==> config.mk <==
export PLATFORM = sky130hd
export DESIGN_NAME = mc_controller
export DESIGN_NICKNAME = d
export VERILOG_FILES = /design/src/rtl/mc_controller.sv
export SDC_FILE = /design/constraint.sdc
export NUM_CORES = 1
export LEC_CHECK = 0
export CORE_AREA = 3 3 40 42
export DETAILED_ROUTE_END_ITERATION = 7
export DIE_AREA = 0 0 43 45
export DONT_BUFFER_PORTS = 1
export SETUP_SLACK_MARGIN = 0.5
export SYNTH_ARGS = -nofsm -noshare
export SYNTH_HDL_FRONTEND = slang
export SYNTH_SLANG_ARGS = --single-unit
==> constraint.sdc <==
create_clock -name clk -period 2.2 [get_ports clk]
set_input_delay 0.22 -clock clk [delete_from_list [all_inputs] [get_ports clk]]
set_output_delay 0.22 -clock clk [all_outputs]
set_load 0.02 [all_outputs]
==> src/rtl/mc_controller.sv <==
// Multicycle MIPS-style control FSM (Moore decode plus pcEn and the EXEC-state aluCtrl).
// Optional feature macro: MC_BNE_EN adds a BNE state (encoding 12) for bne instructions.
module mc_controller (
   input  logic       clk,
   input  logic       rst,
   input  logic [5:0] op,
   input  logic [5:0] funct,
   input  logic       zero,
   output logic       pcEn,
   output logic       iorD,
   output logic       memWrite,
   output logic       irWrite,
   output logic       regDst,
   output logic       memToReg,
   output logic       regWrite,
   output logic       aluSrcA,
   output logic [1:0] aluSrcB,
   output logic [1:0] pcSrc,
   output logic [2:0] aluCtrl,
   output logic [3:0] state
);

   typedef enum logic [3:0] {
      FETCH  = 4'd0,
      DECODE = 4'd1,
      MEMADR = 4'd2,
      MEMRD  = 4'd3,
      MEMWB  = 4'd4,
      MEMWR  = 4'd5,
      EXEC   = 4'd6,
      ALUWB  = 4'd7,
      BRANCH = 4'd8,
      ADDIEX = 4'd9,
      ADDIWB = 4'd10,
      JUMP   = 4'd11
`ifdef MC_BNE_EN
      , BNE  = 4'd12
`endif
   } state_t;

   localparam logic [5:0] OP_RTYPE = 6'b000000;
   localparam logic [5:0] OP_LW    = 6'b100011;
   localparam logic [5:0] OP_SW    = 6'b101011;
   localparam logic [5:0] OP_BEQ   = 6'b000100;
   localparam logic [5:0] OP_ADDI  = 6'b001000;
   localparam logic [5:0] OP_J     = 6'b000010;
`ifdef MC_BNE_EN
   localparam logic [5:0] OP_BNE   = 6'b000101;
`endif

   state_t state_q;
   state_t state_d;
   logic   pc_write;
   logic   branch;
`ifdef MC_BNE_EN
   logic   branch_ne;
`endif

   always_ff @(posedge clk or posedge rst) begin
      if (rst) state_q <= FETCH;
      else     state_q <= state_d;
   end

   // op is consumed combinationally in DECODE and MEMADR; it is never registered here.
   always_comb begin
      state_d = FETCH;
      case (state_q)
         FETCH:  state_d = DECODE;
         DECODE: begin
            case (op)
               OP_LW, OP_SW: state_d = MEMADR;
               OP_RTYPE:     state_d = EXEC;
               OP_BEQ:       state_d = BRANCH;
               OP_ADDI:      state_d = ADDIEX;
               OP_J:         state_d = JUMP;
`ifdef MC_BNE_EN
               OP_BNE:       state_d = BNE;
`endif
               default:      state_d = FETCH;
            endcase
         end
         MEMADR: state_d = (op == OP_LW) ? MEMRD : MEMWR;
         MEMRD:  state_d = MEMWB;
         EXEC:   state_d = ALUWB;
         ADDIEX: state_d = ADDIWB;
         default: state_d = FETCH;
      endcase
   end

   always_comb begin
      pc_write = 1'b0;
      branch   = 1'b0;
`ifdef MC_BNE_EN
      branch_ne = 1'b0;
`endif
      iorD     = 1'b0;
      memWrite = 1'b0;
      irWrite  = 1'b0;
      regDst   = 1'b0;
      memToReg = 1'b0;
      regWrite = 1'b0;
      aluSrcA  = 1'b0;
      aluSrcB  = 2'b00;
      pcSrc    = 2'b00;
      aluCtrl  = 3'b000;
      case (state_q)
         FETCH: begin
            irWrite  = 1'b1;
            pc_write = 1'b1;
            aluSrcB  = 2'b01;
         end
         DECODE: aluSrcB = 2'b11;
         MEMADR, ADDIEX: begin
            aluSrcA = 1'b1;
            aluSrcB = 2'b10;
         end
         MEMRD: iorD = 1'b1;
         MEMWB: begin
            regWrite = 1'b1;
            memToReg = 1'b1;
         end
         MEMWR: begin
            iorD     = 1'b1;
            memWrite = 1'b1;
         end
         EXEC: begin
            aluSrcA = 1'b1;
            case (funct)
               6'b100000: aluCtrl = 3'b000;
               6'b100010: aluCtrl = 3'b001;
               6'b100100: aluCtrl = 3'b010;
               6'b100101: aluCtrl = 3'b011;
               default:   aluCtrl = 3'b111;
            endcase
         end
         ALUWB: begin
            regDst   = 1'b1;
            regWrite = 1'b1;
         end
         BRANCH: begin
            aluSrcA = 1'b1;
            aluCtrl = 3'b001;
            branch  = 1'b1;
            pcSrc   = 2'b01;
         end
`ifdef MC_BNE_EN
         BNE: begin
            aluSrcA   = 1'b1;
            aluCtrl   = 3'b001;
            branch_ne = 1'b1;
            pcSrc     = 2'b01;
         end
`endif
         ADDIWB: regWrite = 1'b1;
         JUMP: begin
            pc_write = 1'b1;
            pcSrc    = 2'b10;
         end
         default: ;
      endcase
   end

`ifdef MC_BNE_EN
   assign pcEn = pc_write | (branch & zero) | (branch_ne & ~zero);
`else
   assign pcEn = pc_write | (branch & zero);
`endif
   assign state = state_q;

endmodule

Figure 1. Cells coloured by class.
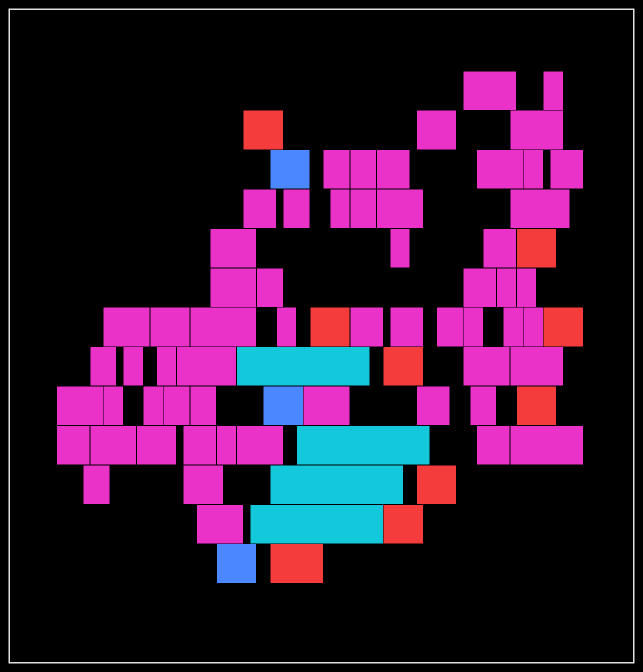
legend:
  cyan:
    class: flops
    cells: 4
  magenta:
    class: combinational and other logic
    cells: 59
  red:
    class: other buffers and delay cells
    cells: 9
  blue:
    class: clock drivers
    cells: 3

Figure 2. Clock wires, drivers and flops.
Bar = 10 µm.
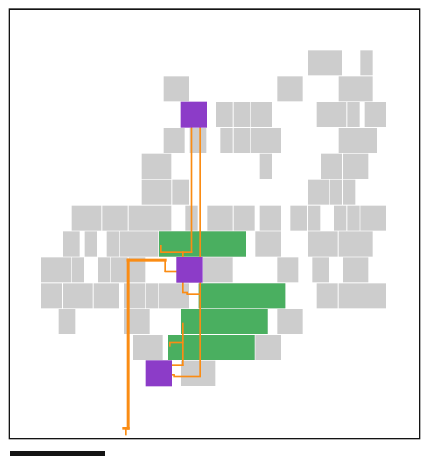
legend:
  purple:
    item: clock drivers
    count: 3
  green:
    item: flip-flops
    count: 4
  orange:
    item: clock wires
    length: 93.8 µm
routed clock nets: 4

Figure 3. Clock routing.
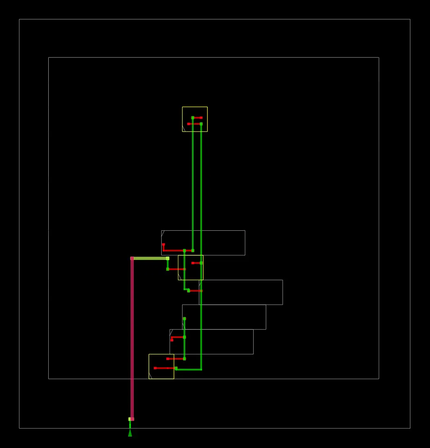
Clock Buffer Count: 3
P_clk: 0.0929 mW
clock sink total: 4

==> results.sh <==
# source this file to load flow results
export IMPL_clockPowerShare_pct=15.9
export IMPL_placementRows=13
export IMPL_largest_reg_flops=4
export IMPL_grt_pass1_vias=479
export IMPL_clock_fmax_mhz=593
export IMPL_fillCellCount=138
export IMPL_finalHoldViolCount=0
export IMPL_status="complete, no violations"
export IMPL_hold_class="input port to flip-flop"
export IMPL_synth_top_cell_by_area="dfrtp_1"
export IMPL_logic_area_um2=370
export IMPL_slew_violations=0
export IMPL_cp_cell_sequence="buf_4, nor2_1, o21ai_0, a21oi_1"
export IMPL_p_per_area_nw_per_um2=980
export IMPL_max_cap_violations=0
export IMPL_max_stage_delay_ns=0.44
export IMPL_rr_startpoint="state[2]"
export IMPL_avgRoutedWirePerCell_um=14.2
export IMPL_synthToLayoutAreaGrowth_pct=21.1
export IMPL_dieArea_um2=1940
export IMPL_inv_count=4
export IMPL_fp_dieH_um=45
export IMPL_yosysWarnings=0
export IMPL_clk_pin_slew_worst_paths_ns=0.04
export IMPL_fp_util_pct=38.4
export IMPL_maxSlewHeadroom_pct=56.9
export IMPL_num_nonclk_buffers=9
export IMPL_topCellsByArea="dfrtp_1 (20%), nor2_1 (6.9%), xor2_1 (5.3%), nand2b_1 (5.1%), nor3_1 (5.1%)"
export IMPL_worst_path_buf_inv=1
export IMPL_comb_share_pct=62.1
export IMPL_ff2ff_setup_slack_ns=0.81
export IMPL_die_x_um=43
export IMPL_cts_resized_gates=1
export IMPL_seq_share_pct=16.8
export IMPL_combinationalPowerShare_pct=66.0
Figure 4. Nets reached from selected ports.
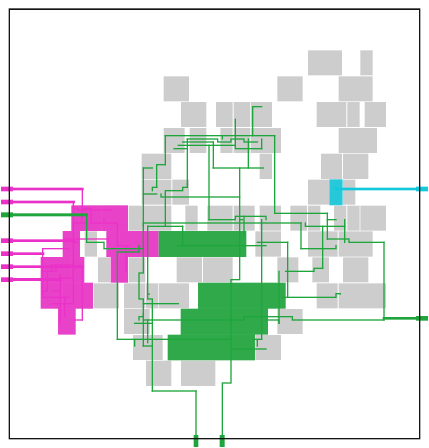
legend:
  green:
    port: `state`
    bits: 4
    direction: output
    edge: 2 bottom, 1 right, 1 left
    end_cells: 4
    wire: 384 µm
  magenta:
    port: `op`
    bits: 6
    direction: input
    edge: left
    end_cells: 11
    wire: 109 µm
  cyan:
    port: `regDst`
    bits: 1
    direction: output
    edge: right
    end_cells: 1
    wire: 8.70 µm

Figure 5. Logic cells by family.
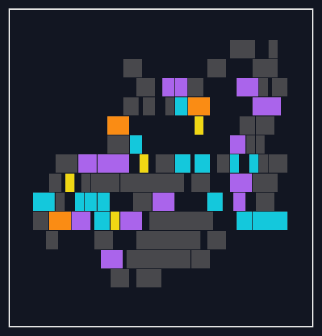
legend:
  yellow:
    family: inverters
    cells: 4
    most_used: inv_1
  orange:
    family: XOR/XNOR gates
    cells: 3
    most_used: xor2_1
  purple:
    family: inverting AOI/OAI gates
    cells: 13
  cyan:
    family: NAND gates
    cells: 14

## synth_stat cells (2+ instances only)
master and n:
nand3_1 4, nor2_1 9, nand2_1 3, nand2b_1 4, inv_1 4, xor2_1 3, nor3b_1 2, buf_2 3
dfrtp_1 4, a21oi_1 3, nor3_1 5, o21ai_0 2, and3_1 2
## logic make-up after synthesis
family	Yosys count	synth area share (%)
buffers and inverters	8	8.37
AOI/OAI and AO/OA	14	20.6
muxes	1	2.03
and+or+nand+nor	37	43.4
DFF	4	20.3
xor gates and xnor gates	3	5.33
## layer usage
metal / vias up / global-route usage (%) / share of wire [%]
met5: - / 0 / 0
met4: 0 / 10.8 / 1.3
met3: 2 / 3.98 / 10
met1: 260 / 15.5 / 41
li1: 262 / - / -
met2: 27 / 21.6 / 47
Power figures rest on the tool's default switching activity, not on a simulated workload.
